io_placement.png
Pins as bars across the die edge, other pins in grey.
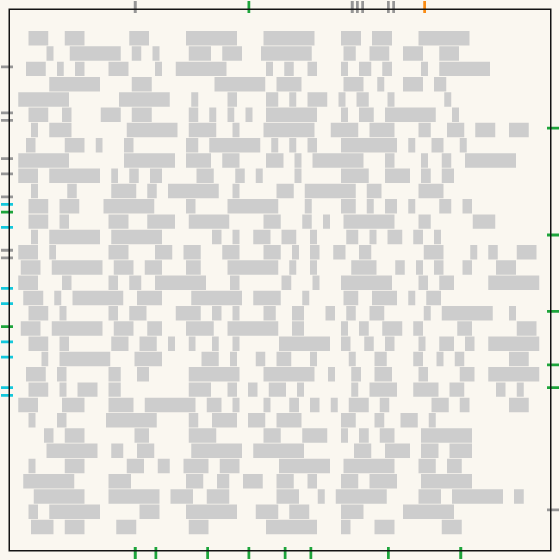
layer_met3.png
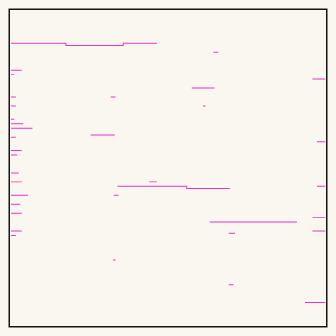
placement.png
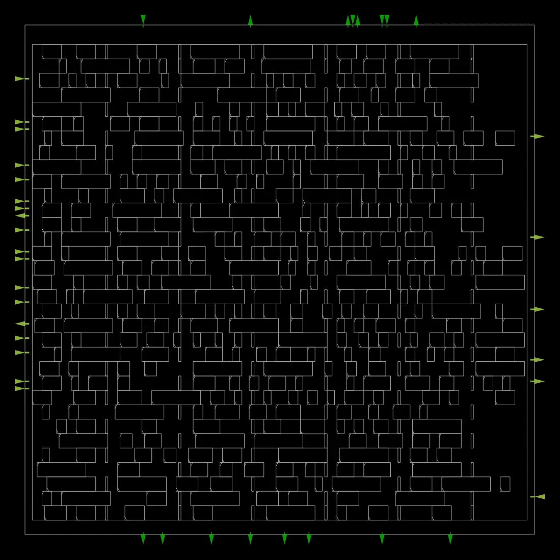
cell_density.png
10 x 10 tiles, from white (low) to dark blue (high), 0 to 100% covered.
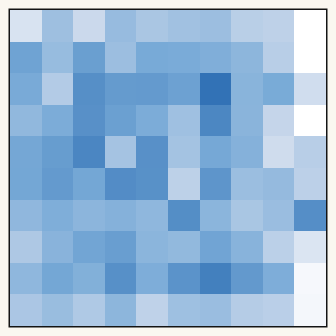
clk_routes.png
The bar under the picture is 20 um long.
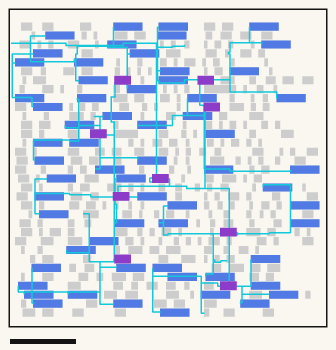
### src/rtl/mult_pkg.sv
// Shared types and sizing helpers for the sequential shift-add multiplier.
package mult_pkg;

    typedef enum logic [1:0] {
        IDLE = 2'd0,
        RUN  = 2'd1,
        DONE = 2'd2
    } mult_state_t;

    localparam int MULT_WIDTH_DEFAULT = 8;

    // Bits needed to count 0..w inclusive.
    function automatic int mult_cnt_w(input int w);
        return $clog2(w + 1);
    endfunction

endpackage

### src/rtl/mult_shift_add_dp.sv
// Shift-add datapath: accumulator, shifting multiplicand/multiplier, bit counter.
module mult_shift_add_dp
    import mult_pkg::*;
#(
    parameter int WIDTH = MULT_WIDTH_DEFAULT
) (
    input  logic               clk,
    input  logic               rst_n,
    input  logic               load_i,
    input  logic               step_i,
    input  logic [WIDTH-1:0]   a_i,
    input  logic [WIDTH-1:0]   b_i,
    output logic [2*WIDTH-1:0] acc_nxt_o,
    output logic               last_o
);

    localparam int CW = mult_cnt_w(WIDTH);

    logic [2*WIDTH-1:0] acc_q, acc_d;
    logic [2*WIDTH-1:0] mcand_q, mcand_d;
    logic [WIDTH-1:0]   mplier_q, mplier_d;
    logic [CW-1:0]      cnt_q, cnt_d;

    // Partial sum for this step; also the final product on the last step.
    assign acc_nxt_o = acc_q + (mplier_q[0] ? mcand_q : '0);
    assign last_o    = (cnt_q == CW'(WIDTH - 1));

    always_comb begin
        acc_d    = acc_q;
        mcand_d  = mcand_q;
        mplier_d = mplier_q;
        cnt_d    = cnt_q;
        if (load_i) begin
            acc_d    = '0;
            mcand_d  = {{WIDTH{1'b0}}, a_i};
            mplier_d = b_i;
            cnt_d    = '0;
        end else if (step_i) begin
            acc_d    = acc_nxt_o;
            mcand_d  = mcand_q << 1;
            mplier_d = mplier_q >> 1;
            cnt_d    = cnt_q + CW'(1);
        end
    end

    always_ff @(posedge clk or negedge rst_n) begin
        if (!rst_n) begin
            acc_q    <= '0;
            mcand_q  <= '0;
            mplier_q <= '0;
            cnt_q    <= '0;
        end else begin
            acc_q    <= acc_d;
            mcand_q  <= mcand_d;
            mplier_q <= mplier_d;
            cnt_q    <= cnt_d;
        end
    end

endmodule

### src/rtl/seq_shift_add_mult.sv
// Sequential unsigned shift-add multiplier, one multiplier bit per clock,
// valid/ready on both sides with synchronous abort.
module seq_shift_add_mult
    import mult_pkg::*;
#(
    parameter int WIDTH = MULT_WIDTH_DEFAULT
) (
    input  logic               clk,
    input  logic               rst_n,
    input  logic               in_valid,
    output logic               in_ready,
    input  logic [WIDTH-1:0]   a,
    input  logic [WIDTH-1:0]   b,
    input  logic               abort,
    output logic               out_valid,
    input  logic               out_ready,
    output logic [2*WIDTH-1:0] product,
    output logic               busy
);

    mult_state_t        state_q, state_d;
    logic [2*WIDTH-1:0] prod_q, prod_d;
    logic [2*WIDTH-1:0] acc_nxt;
    logic               last;
    logic               load, step, fin;

    mult_shift_add_dp #(
        .WIDTH     (WIDTH)
    ) u_dp (
        .clk       (clk),
        .rst_n     (rst_n),
        .load_i    (load),
        .step_i    (step),
        .a_i       (a),
        .b_i       (b),
        .acc_nxt_o (acc_nxt),
        .last_o    (last)
    );

    always_ff @(posedge clk or negedge rst_n) begin
        if (!rst_n) begin
            state_q <= IDLE;
            prod_q  <= '0;
        end else begin
            state_q <= state_d;
            prod_q  <= prod_d;
        end
    end

    // Abort wins over accept, step completion and out_ready.
    always_comb begin
        state_d = state_q;
        unique case (state_q)
            IDLE: if (!abort && in_valid) state_d = RUN;
            RUN: begin
                if (abort)     state_d = IDLE;
                else if (last) state_d = DONE;
            end
            DONE: if (abort || out_ready) state_d = IDLE;
            default: state_d = IDLE;
        endcase
    end

    always_comb begin
        load   = (state_q == IDLE) && in_valid && !abort;
        step   = (state_q == RUN) && !abort;
        fin    = step && last;
        prod_d = fin ? acc_nxt : prod_q;
    end

    assign in_ready  = rst_n && (state_q == IDLE);
    assign busy      = (state_q != IDLE);
    assign out_valid = (state_q == DONE);
    assign product   = prod_q;

endmodule
### config.mk
export PLATFORM = sky130hd
export DESIGN_NAME = seq_shift_add_mult
export DESIGN_NICKNAME = d
export VERILOG_FILES = /design/src/rtl/mult_pkg.sv /design/src/rtl/mult_shift_add_dp.sv /design/src/rtl/seq_shift_add_mult.sv
export SDC_FILE = /design/constraint.sdc
export NUM_CORES = 1
export LEC_CHECK = 0
export CAP_MARGIN = 25
export CELL_PAD_IN_SITES_DETAIL_PLACEMENT = 2
export CELL_PAD_IN_SITES_GLOBAL_PLACEMENT = 2
export CORE_UTILIZATION = 38
export DETAILED_ROUTE_END_ITERATION = 8
export HOLD_SLACK_MARGIN = 0.15
export PLACE_DENSITY_LB_ADDON = 0.3
export SLEW_MARGIN = 20
export SYNTH_ARGS = -nofsm -noshare
export SYNTH_HDL_FRONTEND = slang
export SYNTH_SLANG_ARGS = --single-unit
### constraint.sdc
create_clock -name clk -period 6.03 [get_ports clk]
set_input_delay 1.206 -clock clk [delete_from_list [all_inputs] [get_ports clk]]
set_output_delay 1.206 -clock clk [all_outputs]
set_load 0.02 [all_outputs]
==> results.cfg <==
; synthesis and place-and-route metrics
[logic_synthesis]
synthesis.area_sq_um = 3370
synth_seq_share_pct = 46.0
syn_avg_cell_area_sq_um = 9.71
ys.flops = 62
yosys.stat.chipArea_sq_um = 3370
postSynthCellCount = 347
cell_type_count = 41
ys_cells = 347
postSynth.topFlopCell = dfrtp_1
postSynth.asyncResetShare_pct = 100

[placement]
globalplace.congestion = 0.830
placement.cell_area_sq_um = 3850
placement.io_buffers = 39

[clock_tree]
hold_buffers = 0
cts_tree = done
clk_latency_ns = 0.35
htree_levels = 3
clockBufferDepth = 2

[worst_setup_path]
worst-path-max-fanout = 2
ff2ff_path_depth = 8
crit_path_start_kind = primary input
arrival_time_of_the_worst_setup_path_ns = 2.09
startpoint_of_the_most_critical_register_to_register_path = u_dp.mplier_q[0]$_DFFE_PN0P_
worst-endpoint-required_ns = 4.82
cells_along_the_critical_path = buf_2 -> inv_1 -> nor2_1 -> clkdlybuf4s50_1
critical_path.endpoint_type = output port
worst_setup_path_endpoint = in_ready
cpLargestDelayFamily = buffers and inverters

[detailed_routing]
dr_total_vias = 2747
detail_route.wirelength_um = 9780
met3WireLength_um = 191
maxUsedRoutingLayer = met4
route.detailed.drc = 0
met1_length_um = 4300

[power_and_ir_drop]
power.ir.vdd_worst_mv = 0.118
power_density_nw_per_um2 = 277

[grt]
grtUsageTotal_pct = 23.3
grt_most_used_layer = met2
grt_first_pass_wirelength_um = 15800
grt_max_degree = 63
grt.met3_usage_pct = 3.16

[sta]
timing.clock.skew_ns = 0.00948
finalCritPeriodShare_pct = 54.6
report.final.setup_viol = 0
maxSlewViolCount = 0

[die]
boundaryPins = 40

[job]
drv_cap = 0

[layout]
layout_cells_sized_above_1_pct = 10.1

[outcome]
outcome = complete, no violations
## Picture notes: io_placement.png
colour	port	pins	direction	edge
green	`product`	16	output	8 bottom, 5 right, 2 left, 1 top
cyan	`a`	8	input	left
orange	`out_valid`	1	output	top
all pins by edge	18 left, 8 top, 8 bottom, 6 right

## Picture notes: layer_met3.png
main direction	horizontal
share of all routed wire	2.0%
wire length on this layer	191 um
longest straight run	26.2 um
nets with wire on the layer	27

## Picture notes: placement.png
share of cell area taken by flip-flops and latches: 38.3%
final non-filler cell total: 493
Flops: 62
core footprint: 8380 sq um

## Picture notes: cell_density.png
nearly empty tiles	3.0%
fullest tile	73%
mean over tiles	42%

## Picture notes: clk_routes.png
[cyan] clock wires | length: 971 um
[purple] clock drivers | count: 9
[blue] flip-flops | count: 62
routed clock nets	10
flops lie	all over the die

## cell usage after synthesis (9+ instances only)
cell / count / share of area [%]
a21oi_1: 26 / 3.9
a22o_1: 12 / 3.1
and2_1: 16 / 3.0
clkbuf_1: 13 / 1.4
dfrtp_1: 62 / 46
ha_1: 16 / 5.9
mux2_2: 12 / 4.0
mux2i_1: 19 / 5.6
nand2_1: 56 / 6.2
nor2_1: 21 / 2.3
o21ai_0: 23 / 3.4
xor2_1: 9 / 2.3
## power by group
group | internal, W | total, W | leakage (nW) | switching [W]
clock | 0.000158 | 0.000336 | 0.0841 | 0.000178
sequential | 0.000471 | 0.000524 | 0.836 | 0.0000523
combinational | 0.000110 | 0.000261 | 0.968 | 0.000151
total | 0.000739 | 0.00112 | 1.89 | 0.000382
## cell families (layout without fill, tap and decap cells)
kind of cell	count (synthesis)	count (layout)	synth area share [%]
multiplexers	31	31	9.65
buffers and inverters	21	62	2.41
AND/OR/NAND/NOR	123	123	17.1
XOR/XNOR	14	14	3.64
AND-OR/OR-AND	79	79	14.6
flip-flops	62	62	46.0
adder cells (fa/ha/maj)	17	17	6.54
## sequential cells by signal (all words and copies together) (netlist names)
register and count:
state_q 2, u_dp.mplier_q 8, u_dp.mcand_q 16, product 16
u_dp.cnt_q 4, u_dp.acc_q 16
## metrics by stage
step	instances	util [%]	power (W)
after floorplan	347	-	0.000685
after global placement	475	45.8	0.000763
after detailed placement	476	45.9	0.000790
after CTS	492	48.0	0.00113
after global routing	493	48.3	0.00118
final	493	48.3	0.00112
## cell type report
type,count,share of cell area (%)
Inverter,2,0.185
Clock inverter,6,0.927
Timing Repair Buffer,44,10.9
Multi-Input combinational cell,264,43.0
Tap cell,105,3.24
Clock buffer,10,3.40
Sequential cell,62,38.3
Power and IR drop assume default switching activity.
